[src/rtl/clkdiv_pkg.sv]
// Shared constants and types for the multi-channel clock divider.
package clkdiv_pkg;

   localparam int CNT_W_DEFAULT = 26;
   localparam int MAX_CH        = 16;
   localparam int CH_IDX_W      = 4;

   localparam int DIV_MILI      = 5000;
   localparam int DIV_DEBOUNCE  = 5000;
   localparam int DIV_SECONDS   = 50000000;

   // What a channel does on the coming edge, in priority order.
   typedef enum logic [1:0] {
      CH_IDLE = 2'd0,
      CH_RUN  = 2'd1,
      CH_HALT = 2'd2,
      CH_CLR  = 2'd3
   } ch_mode_e;

endpackage

[src/rtl/clkdiv_channel.sv]
// One divider channel: counter, active/pending divisor pair and the
// registered clk_out / tick outputs.
module clkdiv_channel
   import clkdiv_pkg::*;
#(
   parameter int               CNT_W    = CNT_W_DEFAULT,
   parameter logic [CNT_W-1:0] DIV_INIT = '0
) (
   input  logic             clkin,
   input  logic             rst_n,
   input  logic             i_en,
   input  logic             i_sync_clr,
   input  logic             i_wr,
   input  logic [CNT_W-1:0] i_div,
   output logic             o_clk,
   output logic             o_tick
);

   logic [CNT_W-1:0] r_cnt;
   logic [CNT_W-1:0] r_div_act;
   logic [CNT_W-1:0] r_div_pend;
   logic             r_clk;
   logic             r_tick;
   ch_mode_e         w_mode;
   logic             w_wrap;

   always_comb begin
      w_mode = CH_IDLE;
      if (i_sync_clr) begin
         w_mode = CH_CLR;
      end else if (r_div_act == '0) begin
         w_mode = CH_HALT;
      end else if (i_en) begin
         w_mode = CH_RUN;
      end
   end

   assign w_wrap = (w_mode == CH_RUN) && (r_cnt == r_div_act - CNT_W'(1));

   always_ff @(posedge clkin or negedge rst_n) begin
      if (!rst_n) begin
         r_cnt      <= '0;
         r_div_act  <= DIV_INIT;
         r_div_pend <= DIV_INIT;
         r_clk      <= 1'b0;
         r_tick     <= 1'b0;
      end else begin
         r_tick <= w_wrap;
         if (i_wr) begin
            r_div_pend <= i_div;
         end
         case (w_mode)
            CH_CLR: begin
               r_cnt <= '0;
               r_clk <= 1'b0;
               if (i_wr) r_div_act <= i_div;
            end
            CH_HALT: begin
               r_cnt <= '0;
               if (i_wr) r_div_act <= i_div;
            end
            CH_RUN: begin
               if (w_wrap) begin
                  // A write landing on the wrap edge wins over the older pending value.
                  r_cnt     <= '0;
                  r_clk     <= ~r_clk;
                  r_div_act <= i_wr ? i_div : r_div_pend;
               end else begin
                  r_cnt <= r_cnt + CNT_W'(1);
               end
            end
            default: begin
            end
         endcase
      end
   end

   assign o_clk  = r_clk;
   assign o_tick = r_tick;

endmodule

[src/rtl/multi_clock_divider.sv]
// NUM_CH independent clock dividers sharing one divisor write port; the
// top decodes the write channel and flags out-of-range writes.
module multi_clock_divider
   import clkdiv_pkg::*;
#(
   parameter int                      NUM_CH  = 3,
   parameter int                      CNT_W   = CNT_W_DEFAULT,
   parameter logic [NUM_CH*CNT_W-1:0] DIV_RST = (NUM_CH*CNT_W)'({CNT_W'(DIV_MILI),
                                                                 CNT_W'(DIV_DEBOUNCE),
                                                                 CNT_W'(DIV_SECONDS)})
) (
   input  logic                clkin,
   input  logic                rst_n,
   input  logic [NUM_CH-1:0]   en,
   input  logic [NUM_CH-1:0]   sync_clr,
   input  logic                cfg_wr,
   input  logic [CH_IDX_W-1:0] cfg_ch,
   input  logic [CNT_W-1:0]    cfg_div,
   output logic                cfg_err,
   output logic [NUM_CH-1:0]   clk_out,
   output logic [NUM_CH-1:0]   tick
);

   localparam logic [CH_IDX_W:0] NUM_CH_L = (CH_IDX_W + 1)'(NUM_CH);

   // cfg_wr is a single-cycle strobe with no back-pressure: every cycle it is
   // high, cfg_ch/cfg_div are consumed on that same edge and never stalled.
   logic              w_ch_ok;
   logic [NUM_CH-1:0] w_wr;
   logic              r_cfg_err;

   assign w_ch_ok = {1'b0, cfg_ch} < NUM_CH_L;

   always_ff @(posedge clkin or negedge rst_n) begin
      if (!rst_n) begin
         r_cfg_err <= 1'b0;
      end else begin
         r_cfg_err <= cfg_wr && !w_ch_ok;
      end
   end

   assign cfg_err = r_cfg_err;

   for (genvar g = 0; g < NUM_CH; g++) begin : g_ch
      assign w_wr[g] = cfg_wr && (cfg_ch == CH_IDX_W'(g));

      clkdiv_channel #(
         .CNT_W    (CNT_W),
         .DIV_INIT (DIV_RST[g*CNT_W +: CNT_W])
      ) u_ch (
         .clkin      (clkin),
         .rst_n      (rst_n),
         .i_en       (en[g]),
         .i_sync_clr (sync_clr[g]),
         .i_wr       (w_wr[g]),
         .i_div      (cfg_div),
         .o_clk      (clk_out[g]),
         .o_tick     (tick[g])
      );
   end

endmodule

[config.mk]
export PLATFORM = sky130hd
export DESIGN_NAME = multi_clock_divider
export DESIGN_NICKNAME = d
export VERILOG_FILES = /design/src/rtl/clkdiv_pkg.sv /design/src/rtl/clkdiv_channel.sv /design/src/rtl/multi_clock_divider.sv
export SDC_FILE = /design/constraint.sdc
export NUM_CORES = 1
export LEC_CHECK = 0
export ABC_AREA = 1
export CORE_MARGIN = 1
export CORE_UTILIZATION = 55
export DETAILED_ROUTE_END_ITERATION = 12
export GPL_TIMING_DRIVEN = 0
export PLACE_DENSITY_LB_ADDON = 0.15
export SLEW_MARGIN = 10
export SYNTH_ARGS = -nofsm -noshare
export SYNTH_HDL_FRONTEND = slang
export SYNTH_HIERARCHICAL = 1
export SYNTH_SLANG_ARGS = --single-unit
[constraint.sdc]
create_clock -name clkin -period 2.15 [get_ports clkin]
set_input_delay 0.43 -clock clkin [delete_from_list [all_inputs] [get_ports clkin]]
set_output_delay 0.43 -clock clkin [all_outputs]
set_load 0.01 [all_outputs]
### Clock distribution

(1.5 px per um)
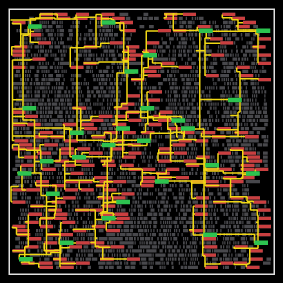
green -> clock-net drivers  # count 28
red -> flip-flops  # count 241
yellow -> clock wires  # length 3340 um
flops lie = spread over the die

### Routed metal, one color a layer

(2 px per um)
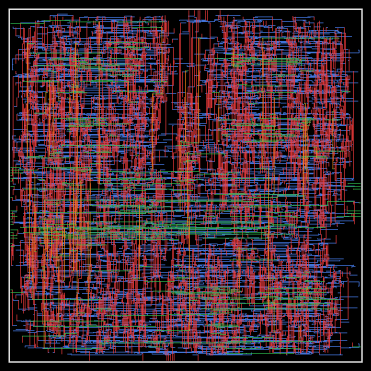
red -> M2  # wire length 24.0 mm
blue -> M1  # wire length 22.8 mm
orange -> M4  # wire length 1700 um
green -> M3  # wire length 4520 um

### Zoomed window

Window x 122 to 142, y 34 to 54 um. Cells in gray, sequential cells in the stronger gray; small squares are vias.
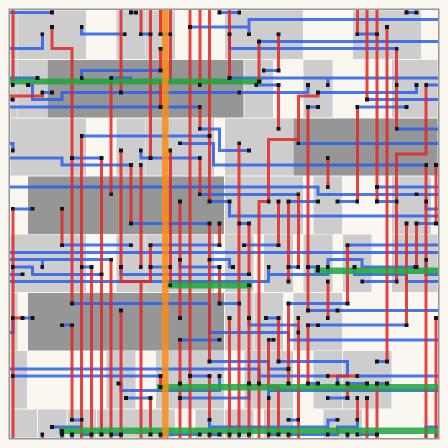
orange -> M4
green -> M3
red -> M2
blue -> M1
netlist names of flops here include = `g_ch.u_ch/r_cnt` (4)
sequential cells in the window = 4
cells with their middle in the window = 43
most frequent = nand2_1 (13), inv_1 (7), xor2_1 (6)

### Metal 4

(2 px per um)
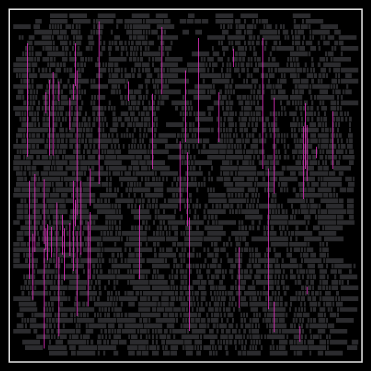
share of all routed wire = 3.2%
wire length on this layer = 1700 um
nets with wire on the layer = 43
vias: 16963
final wirelength: 53000 um

### Routing congestion map

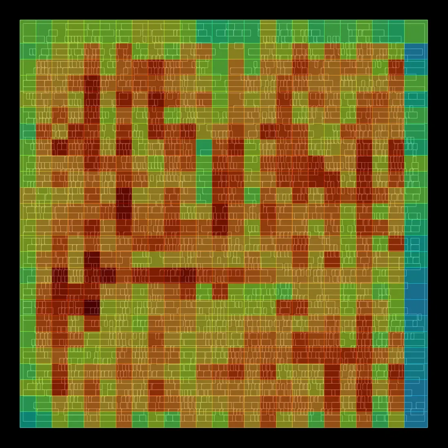
M2 GR Usage: 53.7%
DR WL/cell: 17.4 um

==> impl_metrics.toml <==
# flow metrics
[power]
combPwrFrac_pct = 38.2
max-vdd-ir-drop_uv = 828
p_leak_nw = 10.5
power_frac_clock_pct = 27.7
p_seq_mw = 6.22
p_clk_mw = 5.06
comb_power_mw = 6.98
p_sw_mw = 7.14
seq_power_share_pct = 34.1
switching_share_pct = 39.1
p_per_area_nw_per_um2 = 865

[sta]
rsz0062_at_grt = "true"
relSlewSlack_pct = 56.8
finalSetupTns_ns = -47.05
setup_ws_ns = -0.472
clock.fmax_mhz = 381
setup_viol = 160
period_used_pct = 122
hold_viol = 0

[detailed_routing]
drt_iter0_markers = 1429
vias_per_cell = 5.57

[cts]
cts_root_buf = "clkbuf_16"
numClockSinks = 241
clock_latency_ns = 0.57
path_clk_slew_ns = 0.06
clock_path_buffers = 3
cts_htree_levels = 1
cts_tree = "yes"
cts_made_buffers = 28

[synth]
top_area_share_pct = 29.7
ys_area_um2 = 16600
synthCells = 2464
synth_seq_share_pct = 36.7
synth_flops = 241
yosysWarningCount = 6
top_area_cell = "dfrtp_1"
netlist_area_um2 = 16600
topCellsByArea = "dfrtp_1 30%, nand2_1 18%, nand3_1 7.1%"
yosys.cell_types.count = 40

[placement]
place_area_um2 = 17600
place.port_buffers = 45
hpwl_um = 37000
gp_congestion = 0.950

[cells_and_area]
final-comb-area_um2 = 10400
seq_area_um2 = 6120
final_area_um2 = 21100
lay_top_count = "nand2_1"
drive_gt1_share_pct = 23.6
lay_top_cells = "726 x nand2_1, 268 x inv_1, 231 x nor2_1"
nets = 2682
n_antenna_cell = 0
synthToLayoutAreaGrowth_pct = 27.3

[critical_path]
required_ns = 2.64
cp-start-kind = "flop"
crit_arrival_ns = 3.11
cp_common_cell = "nand3_1"
crit_type = "flop to flop"
cp_max_fo = 10
path_cells = "inv_2 -> buf_4 -> buf_4 -> ha_1 -> nand3_1 -> nor4_1 -> nand3_1 -> nand3_1 -> clkinv_2 -> clkbuf_1 -> o21ai_0 -> nand2_1 -> nand2_1"
cpPeakStageDelay_ns = 0.42

[grt]
grt_pass1_wl_um = 83300
grt.total_usage_pct = 34.1
gr-total-overflow = 0
grt_max_degree = 107
antenna_found_initial = 0
first_global_vias = 16161

[floorplanning]
rows = 63
die_area_um2 = 30800
core_region_area_um2 = 29600
fp-utilization_pct = 55.9
io-pin-count = 46
die_h_um = 176

[job]
warning_count = 33
cap_viol_max_count = 0

[run_status]
violations = "negative setup slack"
outcome = "complete, but fails checks"

[hold_path]
min_path_type = "input port to async pin"
==> worst paths after layout <==
path,from,endpoint,slack [ns],depth (start not counted)
max,g_ch[1].u_ch/r_div_act[1],g_ch[1].u_ch/r_div_act[0],-0.47,13
min,rst_n,g_ch[2].u_ch/r_cnt[2],0.37,2
max reg2reg,g_ch[1].u_ch/r_div_act[1],g_ch[1].u_ch/r_div_act[0],-0.47,13
min reg2reg,g_ch[1].u_ch/r_div_pend[3],g_ch[1].u_ch/r_div_pend[3],0.50,2
max in group asynchronous,rst_n,g_ch[0].u_ch/r_div_act[2],0.87,3
min in group clkin,cfg_ch[0],cfg_err,0.49,3
==> stage by stage <==
| stage | instances | worst slack (ns) |
|---|---|---|
| finish | 3046 | -0.472 |
| detailed placement | 2901 | -0.782 |
| global route | 3046 | -0.610 |
| global placement | 2899 | -9.79 |
| floorplan | 2464 | 0.0198 |
| CTS | 3023 | -0.301 |
==> state kept, by name, summed over array words and instances (netlist names) <==
signal / flops
g_ch.u_ch/o_tick: 3
g_ch.u_ch/r_cnt: 78
g_ch.u_ch/r_div_pend: 78
g_ch.u_ch/r_div_act: 78
g_ch.u_ch/o_clk: 3
cfg_err: 1
==> cell usage after synthesis <==
master / number
buf_6: 13
nand3b_1: 20
buf_8: 2
nand2_2: 8
xnor2_1: 37
inv_2: 8
and3_1: 3
buf_4: 2
clkbuf_1: 60
nor3b_1: 2
nor2_2: 22
buf_1: 4
or2_2: 4
nor4_1: 16
o41ai_4: 1
buf_2: 8
clkinv_1: 8
o21ai_0: 92
o21ai_1: 2
clkbuf_2: 1
xor2_1: 104
ha_1: 9
dfrtp_1: 197
nor2_1: 287
nand2_4: 2
a21oi_1: 84
nand3_4: 2
a21o_1: 1
nand3_1: 234
nor2_4: 7
nor2_8: 2
nand2b_1: 2
dfstp_2: 44
o21bai_1: 3
nand2_1: 788
nand3_2: 24
nand4_1: 50
inv_1: 278
nor3_2: 1
nor3_1: 32
==> layer usage <==
layer	vias up	GRT usage, %	share of wire, %
met2	684	53.7	45
li1	8101	-	-
met3	112	7.51	8.5
met1	8066	46.3	43
met5	-	0	0
met4	0	11.3	3.2
==> critical path, delay by kind of cell (launching register included) <==
family                   cells  cell delay [ns]
adder cells (fa/ha/maj)      1             0.15
AND/OR/NAND/NOR              6             1.01
flip-flops                   1             0.42
buffers and inverters        5             0.72
AND-OR/OR-AND                1             0.25
==> cell families (layout without fill, tap and decap cells) <==
logic type | count (synthesis) | after routing | synth area share (%)
AND-OR/OR-AND | 183 | 183 | 5.72
XOR/XNOR | 141 | 141 | 7.45
adder cells (fa/ha/maj) | 9 | 9 | 0.679
buffers and inverters | 384 | 573 | 9.53
flip-flops | 241 | 241 | 36.7
AND/OR/NAND/NOR | 1506 | 1509 | 39.9
==> area by class of cell <==
class,count,share of cell area [%]
clock buffers,37,3.72
plain buffers,90,2.78
repair buffers,137,6.74
flip-flops and latches,241,29.0
multi-input cells,1842,49.2
inverters,294,5.30
well taps,390,2.31
clock inverters,15,0.937
==> repair_timing <==
item	in CTS	in global routing
gates cloned	17	2
resized	267	237
hold buffers	1	0
pin swaps	130	105
setup buffers	52	22
endpoints found under the setup margin	162	165
endpoints found under the hold margin	47	0
